[config.mk]
export PLATFORM = sky130hd
export DESIGN_NAME = prog_run_ctrl
export DESIGN_NICKNAME = d
export VERILOG_FILES = /design/src/rtl/prog_run_pkg.sv /design/src/rtl/run_watchdog.sv /design/src/rtl/prog_run_ctrl.sv
export SDC_FILE = /design/constraint.sdc
export NUM_CORES = 1
export LEC_CHECK = 0
export CORE_UTILIZATION = 47
export DETAILED_ROUTE_END_ITERATION = 8
export PLACE_DENSITY = 0.81
export SLEW_MARGIN = 15
export SYNTH_ARGS = -nofsm -noshare
export SYNTH_HDL_FRONTEND = slang
export SYNTH_HIERARCHICAL = 1
export SYNTH_SLANG_ARGS = --single-unit
[constraint.sdc]
create_clock -name clk -period 3.5 [get_ports clk]
set_input_delay 1.05 -clock clk [delete_from_list [all_inputs] [get_ports clk]]
set_output_delay 1.05 -clock clk [all_outputs]
set_load 0.03 [all_outputs]
[src/rtl/prog_run_pkg.sv]
// Shared types for the program load/run controller: FSM states and result codes.
package prog_run_pkg;

  typedef enum logic [2:0] {
    ST_IDLE = 3'd0,
    ST_LOAD = 3'd1,
    ST_ARM  = 3'd2,
    ST_RUN  = 3'd3,
    ST_DONE = 3'd4
  } state_e;

  typedef enum logic [2:0] {
    STAT_NONE     = 3'd0,
    STAT_OK       = 3'd1,
    STAT_TIMEOUT  = 3'd2,
    STAT_ABORT    = 3'd3,
    STAT_OVERFLOW = 3'd4,
    STAT_EMPTY    = 3'd5
  } status_e;

endpackage

[src/rtl/run_watchdog.sv]
// Saturating run-cycle counter with a watchdog limit compare (limit 0 never expires).
module run_watchdog #(
  parameter int CW = 16
) (
  input  logic          clk,
  input  logic          rst_n,
  input  logic          clear,
  input  logic          count_en,
  input  logic [CW-1:0] limit,
  output logic [CW-1:0] count,
  output logic          expired
);

  // Count run cycles, sticking at all-ones instead of wrapping.
  always_ff @(posedge clk or negedge rst_n) begin
    if (!rst_n) begin
      count <= '0;
    end else if (clear) begin
      count <= '0;
    end else if (count_en && (count != '1)) begin
      count <= count + CW'(1);
    end
  end

  // The limit-th run cycle is the one where the count still reads limit-1.
  always_comb begin
    expired = (limit != '0) && (count == (limit - CW'(1)));
  end

endmodule

[src/rtl/prog_run_ctrl.sv]
// Streams a program into the core instruction memory, then starts the core and
// supervises the run with a watchdog, reporting a result code.
module prog_run_ctrl
  import prog_run_pkg::*;
#(
  parameter int IW    = 9,
  parameter int DEPTH = 256,
  parameter int CW    = 16,
  localparam int AW   = $clog2(DEPTH)
) (
  input  logic          clk,
  input  logic          rst_n,
  input  logic          ld_valid,
  output logic          ld_ready,
  input  logic [IW-1:0] ld_data,
  input  logic          ld_last,
  input  logic          run_req,
  input  logic          abort,
  input  logic [CW-1:0] timeout_cycles,
  output logic          imem_we,
  output logic [AW-1:0] imem_addr,
  output logic [IW-1:0] imem_wdata,
  output logic          core_start,
  input  logic          core_done,
  output logic          busy,
  output logic [2:0]    status,
  output logic [CW-1:0] cycle_count,
  output logic [AW:0]   prog_len
);

  localparam logic [AW:0] LEN_FULL = (AW+1)'(DEPTH);
  localparam logic [AW:0] LEN_ONE  = (AW+1)'(1);

  state_e      state_q, state_d;
  status_e     status_q, status_d;
  logic [AW:0] len_q, len_d;
  logic [AW:0] base_len;
  logic        accept;
  logic        overflow;
  logic        wd_clear;
  logic        wd_en;
  logic        wd_expired;

  run_watchdog #(.CW(CW)) u_watchdog (
    .clk      (clk),
    .rst_n    (rst_n),
    .clear    (wd_clear),
    .count_en (wd_en),
    .limit    (timeout_cycles),
    .count    (cycle_count),
    .expired  (wd_expired)
  );

  // Load-port handshake and memory write strobe; a word taken in IDLE starts a new program at 0.
  always_comb begin
    ld_ready   = rst_n && ((state_q == ST_IDLE) || (state_q == ST_LOAD));
    accept     = ld_valid && ld_ready;
    base_len   = (state_q == ST_IDLE) ? '0 : len_q;
    overflow   = accept && (base_len == LEN_FULL);
    imem_we    = accept && !overflow;
    imem_addr  = base_len[AW-1:0];
    imem_wdata = ld_data;
    busy       = (state_q != ST_IDLE);
    status     = status_q;
    prog_len   = len_q;
  end

  // Next-state, result code, program length and core control; abort has top priority.
  always_comb begin
    state_d    = state_q;
    status_d   = status_q;
    len_d      = len_q;
    core_start = 1'b0;
    wd_clear   = 1'b0;
    wd_en      = 1'b0;
    case (state_q)
      ST_IDLE: begin
        if (accept) begin
          status_d = STAT_NONE;
          wd_clear = 1'b1;
          len_d    = LEN_ONE;
          state_d  = ld_last ? ST_IDLE : ST_LOAD;
        end else if (run_req) begin
          if (len_q != '0) begin
            status_d = STAT_NONE;
            state_d  = ST_ARM;
          end else begin
            status_d = STAT_EMPTY;
          end
        end
      end
      ST_LOAD: begin
        if (abort) begin
          status_d = STAT_ABORT;
          len_d    = '0;
          state_d  = ST_IDLE;
        end else if (overflow) begin
          status_d = STAT_OVERFLOW;
          len_d    = '0;
          state_d  = ST_IDLE;
        end else if (accept) begin
          len_d = len_q + LEN_ONE;
          if (ld_last) begin
            status_d = STAT_NONE;
            state_d  = ST_IDLE;
          end
        end
      end
      ST_ARM: begin
        core_start = 1'b1;
        wd_clear   = 1'b1;
        if (abort) begin
          status_d = STAT_ABORT;
          state_d  = ST_IDLE;
        end else begin
          state_d = ST_RUN;
        end
      end
      ST_RUN: begin
        wd_en = 1'b1;
        if (abort) begin
          status_d = STAT_ABORT;
          state_d  = ST_IDLE;
        end else if (core_done) begin
          status_d = STAT_OK;
          state_d  = ST_DONE;
        end else if (wd_expired) begin
          status_d = STAT_TIMEOUT;
          state_d  = ST_DONE;
        end
      end
      ST_DONE: begin
        state_d = ST_IDLE;
      end
      default: begin
        state_d = ST_IDLE;
      end
    endcase
  end

  // Controller state, result code and program length registers.
  always_ff @(posedge clk or negedge rst_n) begin
    if (!rst_n) begin
      state_q  <= ST_IDLE;
      status_q <= STAT_NONE;
      len_q    <= '0;
    end else begin
      state_q  <= state_d;
      status_q <= status_d;
      len_q    <= len_d;
    end
  end

endmodule

Run 1, routed metal, one colour a layer:
Drawn at 6 px/um. Only two layers are drawn.
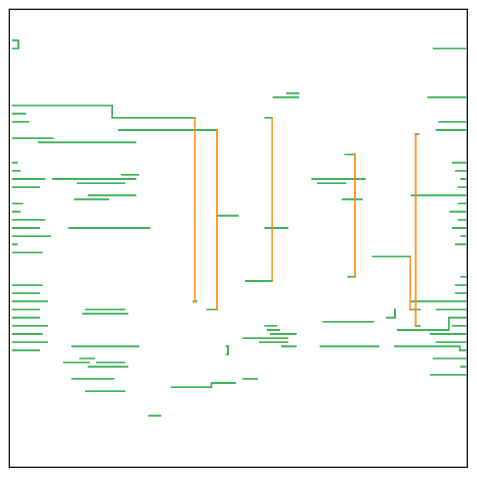
| colour | layer | wire length |
|---|---|---|
| green | M3 | 487 um |
| orange | M4 | 149 um |

Run 1, signal wires on met1:
Drawn at 8 px/um. Supply wires on this layer in grey.
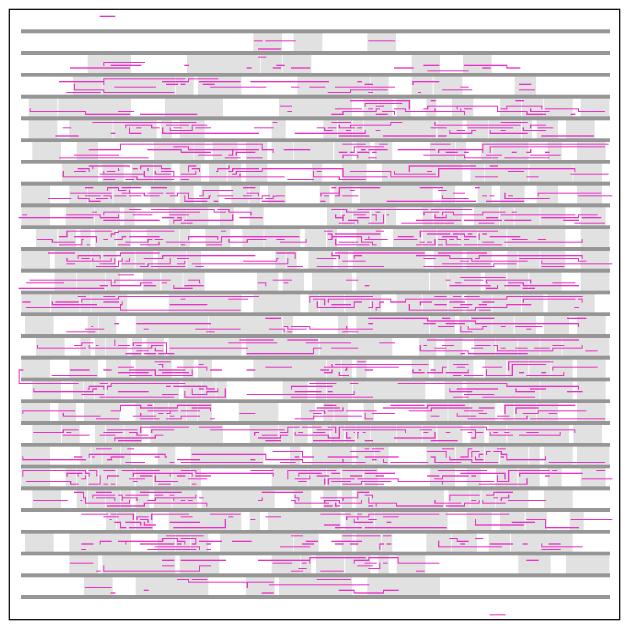
longest straight run: 18.9 um
nets with wire on the layer: 367
wire length on this layer: 3130 um
main direction: horizontal

Run 1, sequential cells grouped by signal name:
Drawn at 6 px/um. Other sequential cells in the stronger grey, the rest of the logic in the fainter grey.
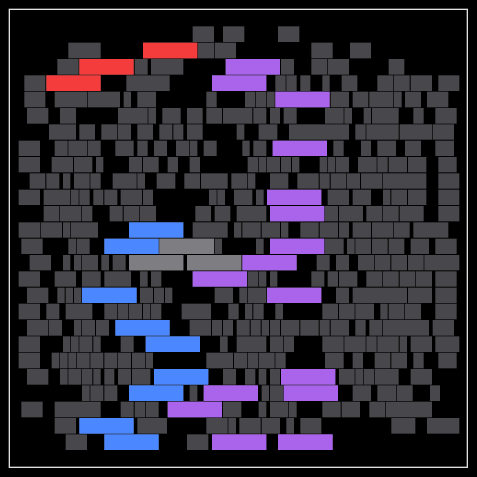
| colour | name in the netlist | placed flops |
|---|---|---|
| purple | u_watchdog/count | 16 |
| blue | prog_len | 9 |
| red | status | 3 |
not coloured: 3

Run 1, track usage over the die:
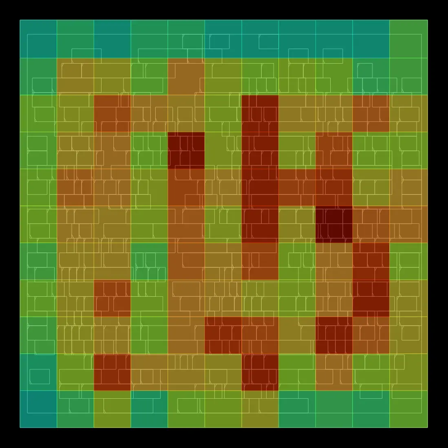
routed length per placed instance: 15.9 um
fraction of met3 tracks used by global routing: 0.0443
final core utilization: 0.703

==> results.txt, run 1 <==
Physical design

The run finished, with violations left. The checks that failed: negative setup slack. A synthesized cell averages 8.27 um^2.

In this run the tool buffered the top-level ports with 62 buffer cells. The initial antenna violation count stands at 0. The final count of negative-setup-slack endpoints stands at 3. The delay of the slowest cell on the worst path stands at ~0.34 ns. The required time at the endpoint of the critical path stands at between 3 and 4 ns. The horizontal die dimension reported for this design is approximately 76 um. The part of the power in registers stands at 0.289. The capture point of the worst register-to-register path is recorded as status[2]. Among cell families on the critical path, the largest total delay comes from AND-OR/OR-AND gates. The post-layout minimum cycle time stands at around 3.5 ns. Internal power comes to 0.941 mW. The total overflow left after global routing is 0. The max-slew headroom at the worst pin stands at 0.467. Clock-pin slew was measured on the worst setup and hold paths at roughly 0.060 ns. The data arrival time of the critical path stands at roughly 3.7 ns.

The total clock buffers created by CTS stands at 5. The worst setup path is of the primary input to flip-flop kind. Per Yosys stat, the portion of area used by sequential elements is 0.301. The maximum number of pins on one net before global-route repair stands at 34. The power drawn by the clock network stands at approximately 0.29 mW.

The routed layout has between 2000 and 3000 vias. TritonCTS built the clock tree. The post-route clock skew stands at approximately 0.0094 ns. The all-layer global routing usage stands at 0.258.

The pin slew with the least headroom to its limit stands at around 0.8 ns. The depth of the worst register-to-register path stands at 10. The diode insertion count for antenna repair stands at 0. The script extracted a net switching power of ~0.69 mW.

The number of different library cells used by synthesis comes to about 60. By instance count after routing, the leading logic cell types are sky130_fd_sc_hd__clkdlybuf4s50_1, sky130_fd_sc_hd__buf_4, sky130_fd_sc_hd__nor2_1. The flow reports power dissipated in sequential cells as ~0.47 mW.

In the log, the iteration count for the first detailed-route pass is 4. The CTS sink count stands at 31. The count of tool warnings stands at 30. The yosys cell count stands at 312. For this run, the top clock speed supported by timing is about 280 MHz. The final cell count without fillers stands at around 470. The share of synthesized area spent on multiplexers stands at 0.0325. In this run the worst setup path terminates at status[2].

The net count entering floorplan stands at 348. Summing every instance area after synthesis gives around 2600 um^2. The simple logic cell fraction of the synthesized area stands at 0.344. The setup slack of the most critical reg-to-reg path stands at approximately 0.64 ns.

In this run the number of H-tree levels came out at 2. Setup repair after global routing could not meet its margin everywhere. The post-synth tally of flip-flops with integrated enable stands at 0. Max-slew check failures listed in the final report amount to 0. The instance count after placement with tap cells included stands at around 450. Setup slack on the critical path of the routed design comes to -0.0294 ns. Yosys reports a chip area of between 2000 and 3000 um^2. The via count of the first global-routing pass is between 2000 and 3000. In the hold report, the worst path ends at status[1]. Ranked by power, first place goes to combinational cells.

The maximum root-to-sink buffer count stands at 2. The number of violations of the max-capacitance limit stands at 0. The adder-cell area share of the yosys netlist stands at 0.0194.

The post-synthesis share of cell area spent on xor and xnor gates stands at 0.0916. The routed design has 7440 um of wire. The total number of placement rows stands at 26. Among logic cells in the layout, the one with the most instances is sky130_fd_sc_hd__clkdlybuf4s50_1. The final layout contains 433 nets. For this design, the CTS-stage hold fixing added 0 buffers.

For the worst min-delay path, the startpoint reported by OpenROAD is status[1]. The share of layout cells above drive strength 1 stands at 0.214. Post-route period utilization is reported as 1.01. In this design, the critical path's most frequently occurring cell is sky130_fd_sc_hd__buf_4. The most critical setup path has its startpoint at timeout_cycles[3]. The total of flip-flops plus latches after synthesis stands at 31. The area growth from synthesis to layout is 41.7%. The register with the most flip-flops in the layout has 16 of them. According to the dpl log, the detail-placed design has an HPWL of a little over 5000 um.

Per the synthesis report, the AND-OR/OR-AND share of the synthesized area is 0.145. The number of DRC violations after detailed routing stands at 0. The report lists the power per cell area as 446 nW/um^2. The count of final hold-check violations stands at 0. The final layout reports a setup TNS of -0.0842 ns. Power attributed to combinational cells is ~0.87 mW. The count of nets left with antenna violations once routing finished came out at 0. The overall chip area stands at 5790 um^2. The die span in y stands at roughly 76 um. After filler insertion, the fill cell instance count of the layout stands at ~400. Walking the worst path, the cells encountered are buf_6 > nor4_4 > buf_4 > nand3b_4 > buf_4 > nor2_2 > mux2i_1 > o31ai_1 > a2111oi_4 > o21ai_1 > a31o_2 > a211oi_4 > mux2_4. The static leakage stands at 1.48 nW. For this run, the detailed router reports a per-instance via density of 5.86. Power comes to about 1.6 mW. The pre-placement core utilization stands at 0.496. More flip-flops sit in one register than any other, and that register is u_watchdog/count. The async set-reset flop share out of synthesis stands at 1.00.

Among all flip-flop cells after synthesis, the most frequent one is sky130_fd_sc_hd__dfrtp_1. The path class of the tightest hold or removal check is flip-flop to flip-flop. The switching power share of the total stands at 0.423. The floorplan report gives the top-level pin count as 81. Of the total power, the clock network draws 0.176. The combined buffer and inverter count along the critical path stands at 3. The portion of total power attributed to combinational logic stands at 0.536. The total number of yosys warnings stands at 6. The count of cells along the worst hold path stands at 1. Synthesis produced approximately 310 cells. STA classifies the critical path startpoint as a primary input. Of the combinational cells, the family taking the most area is simple AND/OR/NAND/NOR gates. Per the OpenROAD timing report, the critical path contains 13 cells. The global-route wire length before repair stands at approximately 12000 um.

For the worst reg-to-reg path, the startpoint reported by OpenROAD is u_watchdog/count[3]. Looking at the critical path, the single cell with the biggest stage delay is sky130_fd_sc_hd__a2111oi_4. The floorplan core area stands at roughly 5200 um^2.

The tree is rooted in a sky130_fd_sc_hd__clkbuf_8. The clock latency on the worst-skew pair stands at between 0.2 and 0.3 ns. The highest supply drop recorded on VDD is roughly 420 uV. In this run the worst path has a maximum fanout of 4. STA classifies the critical path endpoint as a flip-flop. Per the log, the first TritonRoute iteration ended with a DRC count of ~110. RePlAce ended its routability-driven mode at a weighted congestion of about 0.88.
## run 1: metrics by stage
stage | hold WS [ns] | worst slack, ns | utilization | cell area, um^2
CTS | 0.526 | -0.101 | 0.703 | 3660
detailed placement | 0.503 | -0.686 | 0.657 | 3420
floorplan | 0.687 | -0.0400 | - | 2610
finish | 0.521 | -0.0294 | 0.703 | 3660
global placement | 0.511 | -0.617 | 0.657 | 3420
global route | 0.549 | -0.183 | 0.703 | 3660
## run 1: Yosys cell counts (all sizes together), types with 2 or more instances
cell type  count  area share
a2111oi        2      0.0092
a211oi         4       0.014
a21oi         10       0.019
a22oi          3      0.0087
a31oi          5       0.012
and2           6       0.015
and3           2      0.0048
and4bb         2      0.0097
buf           13       0.033
clkbuf         8       0.012
dfrtp         31        0.30
ha             4       0.019
inv           15       0.022
mux2           3       0.013
mux2i          5       0.019
nand2         18       0.026
nand2b         8       0.019
nand3         14       0.027
nand3b         3       0.010
nand4         11       0.032
nor2          37       0.054
nor2b          4      0.0097
nor3          18       0.041
nor3b          5       0.015
nor4           4       0.021
nor4b          5       0.022
o211ai         2      0.0058
o21ai         13       0.025
o22ai          6       0.015
or3            8       0.019
xnor2         17       0.058
xor2          10       0.034
## run 1: metal layers
metal / share of wire / GRT usage
met1: 0.42 / 0.321
met2: 0.49 / 0.444
met3: 0.065 / 0.0443
met4: 0.020 / 0.106
met5: 0 / 0
## run 1: cell type report
class                   count  area, um^2  share of cell area
clock inverters             1        5.00             0.00137
multi-input cells         245        1760               0.481
flip-flops and latches     31         776               0.212
repair buffers             99         891               0.244
inverters                  15        56.3              0.0154
well taps                  70        87.6              0.0239
clock buffers               6        82.6              0.0226
## run 1: what timing repair did
item,4_1_cts,5_1_grt
setup endpoints to repair,5,3
pin swaps,13,6
resized,52,3
buffers inserted,8,0
endpoints found under the hold margin,0,0
==> run 1 -> run 2 <==
--- a/config.mk
+++ b/config.mk
@@ -13,3 +13,4 @@
 export SYNTH_HDL_FRONTEND = slang
 export SYNTH_HIERARCHICAL = 1
 export SYNTH_SLANG_ARGS = --single-unit
+export TNS_END_PERCENT = 50
Run 2, M4 wires:
Drawn at 6 px/um. Supply wires on this layer in grey.
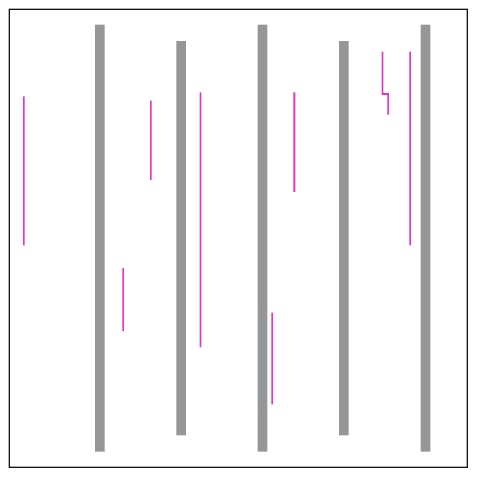
nets with wire on the layer: 8
share of all routed wire: 2.2%
main direction: vertical
longest straight run: 42.2 um

==> results.txt, run 2 <==
Physical design

In this run the worst setup path terminates at status[1]. The register with the most flip-flops in the layout has 16 of them. The detailed-route wire length per cell stands at about 16 um. In this run the top signal layer used is met4. The final design utilization stands at 0.690. Dividing the detail-routed via count by the number of cells gives about 6.0. After routing, the total negative slack on setup checks comes to -0.426 ns.

The dominant power group in this design is combinational cells. Note that the worst hold path type here is flip-flop to flip-flop. In the post-route analysis, the smallest setup slack over all paths is -0.143 ns. The timing report gives the worst reg2reg path a setup slack of 0.58 ns. STA classifies the critical path endpoint as a flip-flop.

The synthesis stat section lists a flop and latch total of 31. The combined buffer and inverter count along the critical path stands at 3. The pin closest to its max-slew limit shows a slew of around 0.70 ns.

For this run, the register share of the synthesized area comes to 0.301. In the synthesis report, Yosys lists the chip area as around 2600 um^2. Counting only logic cells after layout, the most numerous master is sky130_fd_sc_hd__clkdlybuf4s50_1. The number of violations of the max-capacitance limit stands at 0. According to the floorplan log, the row count is 26.

Per the CTS log, the maximum H-tree level is 2. The worst setup path is launched from a primary input. The footprint of the flip-flops and latches stands at around 780 um^2. The timing report attributes the biggest portion of critical-path delay to AND-OR/OR-AND gates.

For this run, the number of Yosys warnings is 6. The via count of the first global-routing pass was approximately 2700. The power report attributes to the combinational group a share of 0.544. The power per cell area stands at 458 nW/um^2. The post-layout minimum cycle time stands at between 3 and 4 ns. The final layout report lists a filler cell count of between 400 and 500. By count the netlist is led by sky130_fd_sc_hd__nor2_1, sky130_fd_sc_hd__dfrtp_1, sky130_fd_sc_hd__nand2_1.

The number of I/O pins stands at roughly 81. The number of nets with antenna violations after routing stands at 0. Setup repair after global routing could not meet its margin everywhere. In the synthesized netlist the dominant register cell turns out to be sky130_fd_sc_hd__dfrtp_1.

The overall chip area stands at 5790 um^2. The placement summary gives the final routability congestion estimate as slightly below 0.9. The post-synthesis cell type count stands at 60. The number of nets in the final layout stands at roughly 430.

Among the stages of the critical path, the cell type that occurs most often is sky130_fd_sc_hd__buf_4. According to the timing report, the critical path is launched from timeout_cycles[0]. The post-synth count of flops with an enable pin is 0.

The count of tool warnings stands at 30. The part of the power in registers stands at 0.289. The checks that failed: negative setup slack. The root buffer cell chosen for the clock tree is sky130_fd_sc_hd__clkbuf_8. The largest register by flop count is u_watchdog/count. On met2, the global router reports a usage of 0.477. Entering global routing, the biggest net connects 35 pins. All stages included, the depth of the critical timing path comes to 13. The yosys cell count stands at about 310. The clock network consumes a total of ~0.28 mW.

Among all stages on the critical path, the maximum delay recorded is 0.39 ns. The initial utilization of the core area, before any placement, comes to 0.496. The cell count after synthesis stands at 312. The fraction of the cycle the final worst path needs stands at 1.04. The flow ran to the end, but the final reports show violations. The met3 routing resource usage after global routing stands at 0.0539. The number of max-slew violations in the final report stands at 0. The total clock buffers created by CTS stands at 5.

The maximum root-to-sink buffer count stands at 2. The critical path endpoint has a required time of around 3.7 ns. Detailed placement ended at an HPWL of just over 5000 um. The diode insertion count for antenna repair stands at 0.

The last timing report of the flow puts the setup violation total at 3. Sorting the synthesized cells by area gives the leading types as sky130_fd_sc_hd__dfrtp_1, sky130_fd_sc_hd__xnor2_1, sky130_fd_sc_hd__nor2_1. Of all nets on the critical path, the largest fanout is 3. The sequential cell power stands at 0.475 mW. The post-route clock skew stands at approximately 0.0061 ns. The data arrival time reported for the critical path is between 3 and 4 ns. The global-route wire length before repair stands at about 13000 um.

The multi-input combinational cells in the finished layout cover a total of about 1700 um^2. The fraction of post-synthesis cell area in the top cell type by area stands at 0.301. The met1 usage stands at 0.319. Walking the worst path, the cells encountered are buf_2 > buf_4 > nor3_2 > buf_4 > nand4_4 > o21a_1 > nor4b_2 > nor3b_2 > a2111oi_4 > o21ai_1 > a31o_2 > a211oi_4 > mux2_4.

The final global-route overflow total stands at 0. Global route summary, busiest routing layer listed as met2. Summed over all instances, the cell type with the most area after synthesis is sky130_fd_sc_hd__dfrtp_1. The net count entering floorplan stands at ~350. The all-layer global routing usage stands at 0.271.

The flow reports power dissipated in combinational cells as 0.894 mW. Buffers inserted to repair hold after CTS numbered 0. After floorplanning, the core was sized to cover ~5200 um^2.
==> run 2: cell types whose count changed in the layout (fill, tap and decap cells not counted), sizes merged <==
cell	before	now
dlygate4sd2	6	3
clkdlybuf4s15	2	1
clkbuf	6	8
dlymetal6s2s	0	2
buf	43	40
==> run 2: metrics by stage <==
step | hold WS, ns | cells | power (mW) | worst slack [ns] | instance area (um^2)
floorplan | 0.685 | 312 | 1.01 | -0.105 | 2580
global placement | 0.510 | 451 | 1.30 | -0.864 | 3380
detailed placement | 0.498 | 451 | 1.32 | -1.04 | 3380
CTS | 0.527 | 463 | 1.63 | -0.194 | 3570
global route | 0.551 | 464 | 1.73 | -0.194 | 3590
finish | 0.523 | 464 | 1.64 | -0.143 | 3590
==> run 2: worst min path at each step <==
stage          startpoint         end  slack, ns
2_1_floorplan  state_q[0]  state_q[2]       0.68
3_3_place_gp    status[0]   status[0]       0.51
3_5_place_dp    status[0]   status[0]       0.50
4_1_cts         status[0]   status[0]       0.53
5_1_grt         status[2]   status[2]       0.55
6_report        status[0]   status[0]       0.52
==> run 2: cell families after synthesis <==
kind of cell	Yosys count	synth area share
AOI/OAI and AO/OA	56	0.145
DFF	31	0.301
buffers and inverters	36	0.0669
and+or+nand+nor	150	0.344
adders and majority gates	4	0.0194
xor gates and xnor gates	27	0.0916
muxes	8	0.0325
==> run 2: cell type report <==
cell class                 instances  area share
inverter                          15      0.0157
tap                               70      0.0244
sequential                        31       0.216
multi-input combinational        245       0.482
clock inverter                     1     0.00139
timing repair buffer              95       0.239
clock buffer                       7      0.0212
==> run 2: what timing repair did <==
action                     4_1_cts  5_1_grt
pin swaps                        9       10
gates resized                   49       10
buffers inserted                 4        1
setup endpoints to repair        5        5
==> run 2 -> run 3 <==
--- a/config.mk
+++ b/config.mk
@@ -7,8 +7,9 @@
 export LEC_CHECK = 0
 export CORE_UTILIZATION = 47
 export DETAILED_ROUTE_END_ITERATION = 8
+export GPL_ROUTABILITY_DRIVEN = 0
 export PLACE_DENSITY = 0.81
-export SLEW_MARGIN = 15
+export SLEW_MARGIN = 25
 export SYNTH_ARGS = -nofsm -noshare
 export SYNTH_HDL_FRONTEND = slang
 export SYNTH_HIERARCHICAL = 1
Run 3, track usage over the die:
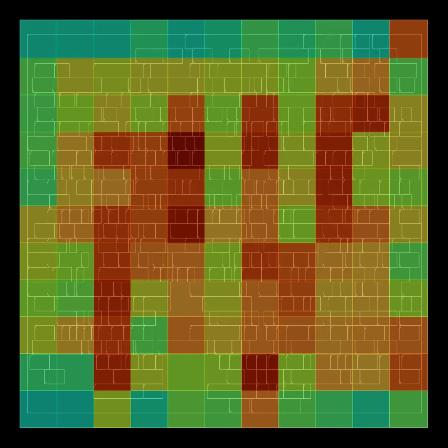
total routing usage reported by global routing: 0.271
fraction of met3 tracks used by global routing: 0.0539
met2 Usage GRT: 0.477
routing usage on met1: 0.319

==> results.txt, run 3 <==
Physical design

Entering global routing, the biggest net connects 35 pins. According to the floorplan report, the placeable core area is around 5200 um^2. In the post-route analysis, the smallest setup slack over all paths is -0.143 ns. The sum of routed wire segments on met1 stands at about 3100 um.

The total area of multi-input combinational cells stands at about 1700 um^2. After the first detailed-routing iteration, the DRC count stood at 178. The layout summary lists the proportion of cells stronger than drive strength 1 as 0.203.

The critical path's slowest stage uses the library cell sky130_fd_sc_hd__a2111oi_4. OpenSTA lists the critical path startpoint as timeout_cycles[0]. The number of buffers inserted to repair setup after CTS stands at 4. The inverter tally of the final layout excluding the clock network stands at 15. The floorplan die width stands at roughly 76 um.

The flow ran to the end, but the final reports show violations. sky130_fd_sc_hd__nor2_1 is the most common cell in the netlist. The registers of the reported paths see a clock transition of approximately 0.070 ns. The number of nets in the final layout stands at 429. The post-synth tally of flip-flops with integrated enable stands at 0. The area fraction of the largest cell type after synthesis is 0.301. The fraction of the yosys area taken by sequential cells stands at 0.301. In this run, placement finished with an instance count of around 450. Looking at the critical path, the highest net fanout was 3. For the worst min-delay path, the startpoint reported by OpenROAD is status[0]. The wire length after detailed routing stands at approximately 7600 um. Routed signal wires occupy layers up through met4. For this run, the leading register cell type out of synthesis is sky130_fd_sc_hd__dfrtp_1. The hold buffer count at cts stands at 0. The total negative slack stands at -0.426 ns.

Between the synthesized netlist and the finished layout, the area growth was recorded as 39.2%. The delay of the slowest cell on the worst path stands at between 0.3 and 0.4 ns. Measured on the final layout, buffering overhead outside the clock network stands at 0.239.

The final design utilization stands at 0.690. In this build the clock could be raised as far as about 270 MHz. The layout report gives the register share of total cell area as 0.216.

The reported net switching power stands at between 0.7 and 0.8 mW. The number of well-tap cells placed stands at 70. The maximum root-to-sink buffer count stands at 2. OpenROAD emitted warnings numbering 30. Total power normalized to cell area comes to 458 nW/um^2.

The via count of the first global-routing pass came to roughly 2700. The synthesized design spends more area on one cell type than any other, namely sky130_fd_sc_hd__dfrtp_1. The final reports fail on negative setup slack. The footprint of the flip-flops and latches stands at 776 um^2.

STA classifies the critical path startpoint as a primary input. With fillers left out, the area of the finished cells amounts to 3590 um^2. The main area contributors are sky130_fd_sc_hd__dfrtp_1, sky130_fd_sc_hd__xnor2_1, sky130_fd_sc_hd__nor2_1. The max-slew headroom at the worst pin stands at 0.530.

The HPWL reported at the end of detailed placement stands at 5150 um. TritonCTS built the clock tree. Clock tree synthesis found a total of 31 sinks.

The routed design uses 3770 um of met2 wire. The final total power stands at roughly 1.6 mW. STA classifies the critical path endpoint as a flip-flop. Per the synth stats, the proportion of register bits with asynchronous set or reset is 1.00. On the final layout, the worst clock skew is 0.00609 ns.

The post-layout minimum cycle time stands at about 3.6 ns. The post-synthesis cell type count stands at around 60. In the log, the iteration count for the first detailed-route pass is 5. The routed layout has ~2800 vias. The total clock buffers created by CTS stands at 5. The final worst hold slack stands at 0.523 ns.

The pin slew with the least headroom to its limit stands at 0.698 ns. The clock latency on the worst-skew pair stands at about 0.28 ns. Per STA, the worst path accumulates the most delay in the family AND-OR/OR-AND gates. The count of final hold-check violations stands at 0. The number of DRC violations after detailed routing stands at 0. Averaged over all synthesized cells, the footprint is between 8 and 9 um^2. The last timing report of the flow puts the setup violation total at 3.

The chip area from the yosys synthesis statistics stands at 2580 um^2. Counting flops and latches in the post-synthesis netlist gives 31. The number of cells reported by Yosys stat comes to between 300 and 400. The number of max-slew violations in the final report stands at 0. The worst setup path is of the primary input to flip-flop kind. The total number of placement rows stands at 26. The die span in y stands at approximately 76 um.

The worst register-to-register path begins at u_watchdog/count[3]. Setup repair after global routing could not meet its margin everywhere. Looking at the global route congestion table, the highest-usage layer is met2. Note that the worst hold path type here is flip-flop to flip-flop. The final cell count without fillers stands at 464. The register with the most flip-flops in the final layout is u_watchdog/count. The internal portion of the total power is roughly 0.93 mW. The number of nets with antenna violations after routing stands at 0. The cell count after synthesis stands at about 310. The combined buffer and inverter count along the critical path stands at 3. The overall chip area stands at just under 6000 um^2. Switching power as a fraction of the total was reported as 0.435. The initial antenna violation count stands at 0. The total of buffers placed on input and output ports stands at roughly 62. After layout, the buffer instance count without clock buffers stands at roughly 95. The analysis attributes to cell leakage a power of 1.46 nW. Leaving out fill and tap cells, the most frequent cells in the layout are sky130_fd_sc_hd__clkdlybuf4s50_1, sky130_fd_sc_hd__nor2_1, sky130_fd_sc_hd__buf_4. The net count entering floorplan stands at approximately 350. The flip-flop count of the largest register after layout stands at 16. Of the total standard cell area in the layout, the multi-input combinational portion is 0.482. In the detailed route, the total length drawn on met3 is between 500 and 600 um.

For reference, the critical path cell chain is buf_2 > buf_4 > nor3_2 > buf_4 > nand4_4 > o21a_1 > nor4b_2 > nor3b_2 > a2111oi_4 > o21ai_1 > a31o_2 > a211oi_4 > mux2_4. The total of cells resized after clock tree synthesis stands at between 40 and 50. The diode insertion count for antenna repair stands at 0. The worst setup slack after placement stands at -1.04 ns.
## run 3: worst reg2reg max path, stage by stage (launching register included)
cell	delay, ns
sky130_fd_sc_hd__dfrtp_1	0.47
sky130_fd_sc_hd__xnor2_1	0.29
sky130_fd_sc_hd__xnor2_1	0.09
sky130_fd_sc_hd__o31a_2	0.29
sky130_fd_sc_hd__nor3_2	0.15
sky130_fd_sc_hd__nand4_1	0.18
sky130_fd_sc_hd__a2111oi_4	0.29
sky130_fd_sc_hd__o21ai_1	0.12
sky130_fd_sc_hd__a31o_2	0.28
sky130_fd_sc_hd__a211oi_4	0.30
sky130_fd_sc_hd__mux2_4	0.34
## run 3: power by group through the flow
stage	registers [mW]	logic, mW	clock network [mW]
2_1_floorplan	0.536	0.476	0
3_3_place_gp	0.478	0.819	0
3_5_place_dp	0.479	0.837	0
4_1_cts	0.475	0.880	0.279
5_1_grt	0.485	0.951	0.297
6_report	0.475	0.894	0.275
## run 3: logic make-up after synthesis
family | Yosys count | share of synthesized area
muxes | 8 | 0.0325
AOI/OAI and AO/OA | 56 | 0.145
buffers and inverters | 36 | 0.0669
and+or+nand+nor | 150 | 0.344
xor gates and xnor gates | 27 | 0.0916
adders and majority gates | 4 | 0.0194
DFF | 31 | 0.301
## run 3: worst paths after layout
| kind | slack (ns) | depth (start not counted) | end |
|---|---|---|---|
| setup / recovery | -0.14 | 13 | status[1] |
| hold / removal | 0.52 | 1 | status[0] |
| setup reg to reg | 0.58 | 10 | status[1] |
| hold reg to reg | 0.52 | 1 | status[0] |
| max in group asynchronous | 1.95 | 2 | u_watchdog/count[10] |
| min in group asynchronous | 1.22 | 2 | status[2] |
Power figures rest on the tool's default switching activity, not on a simulated workload.
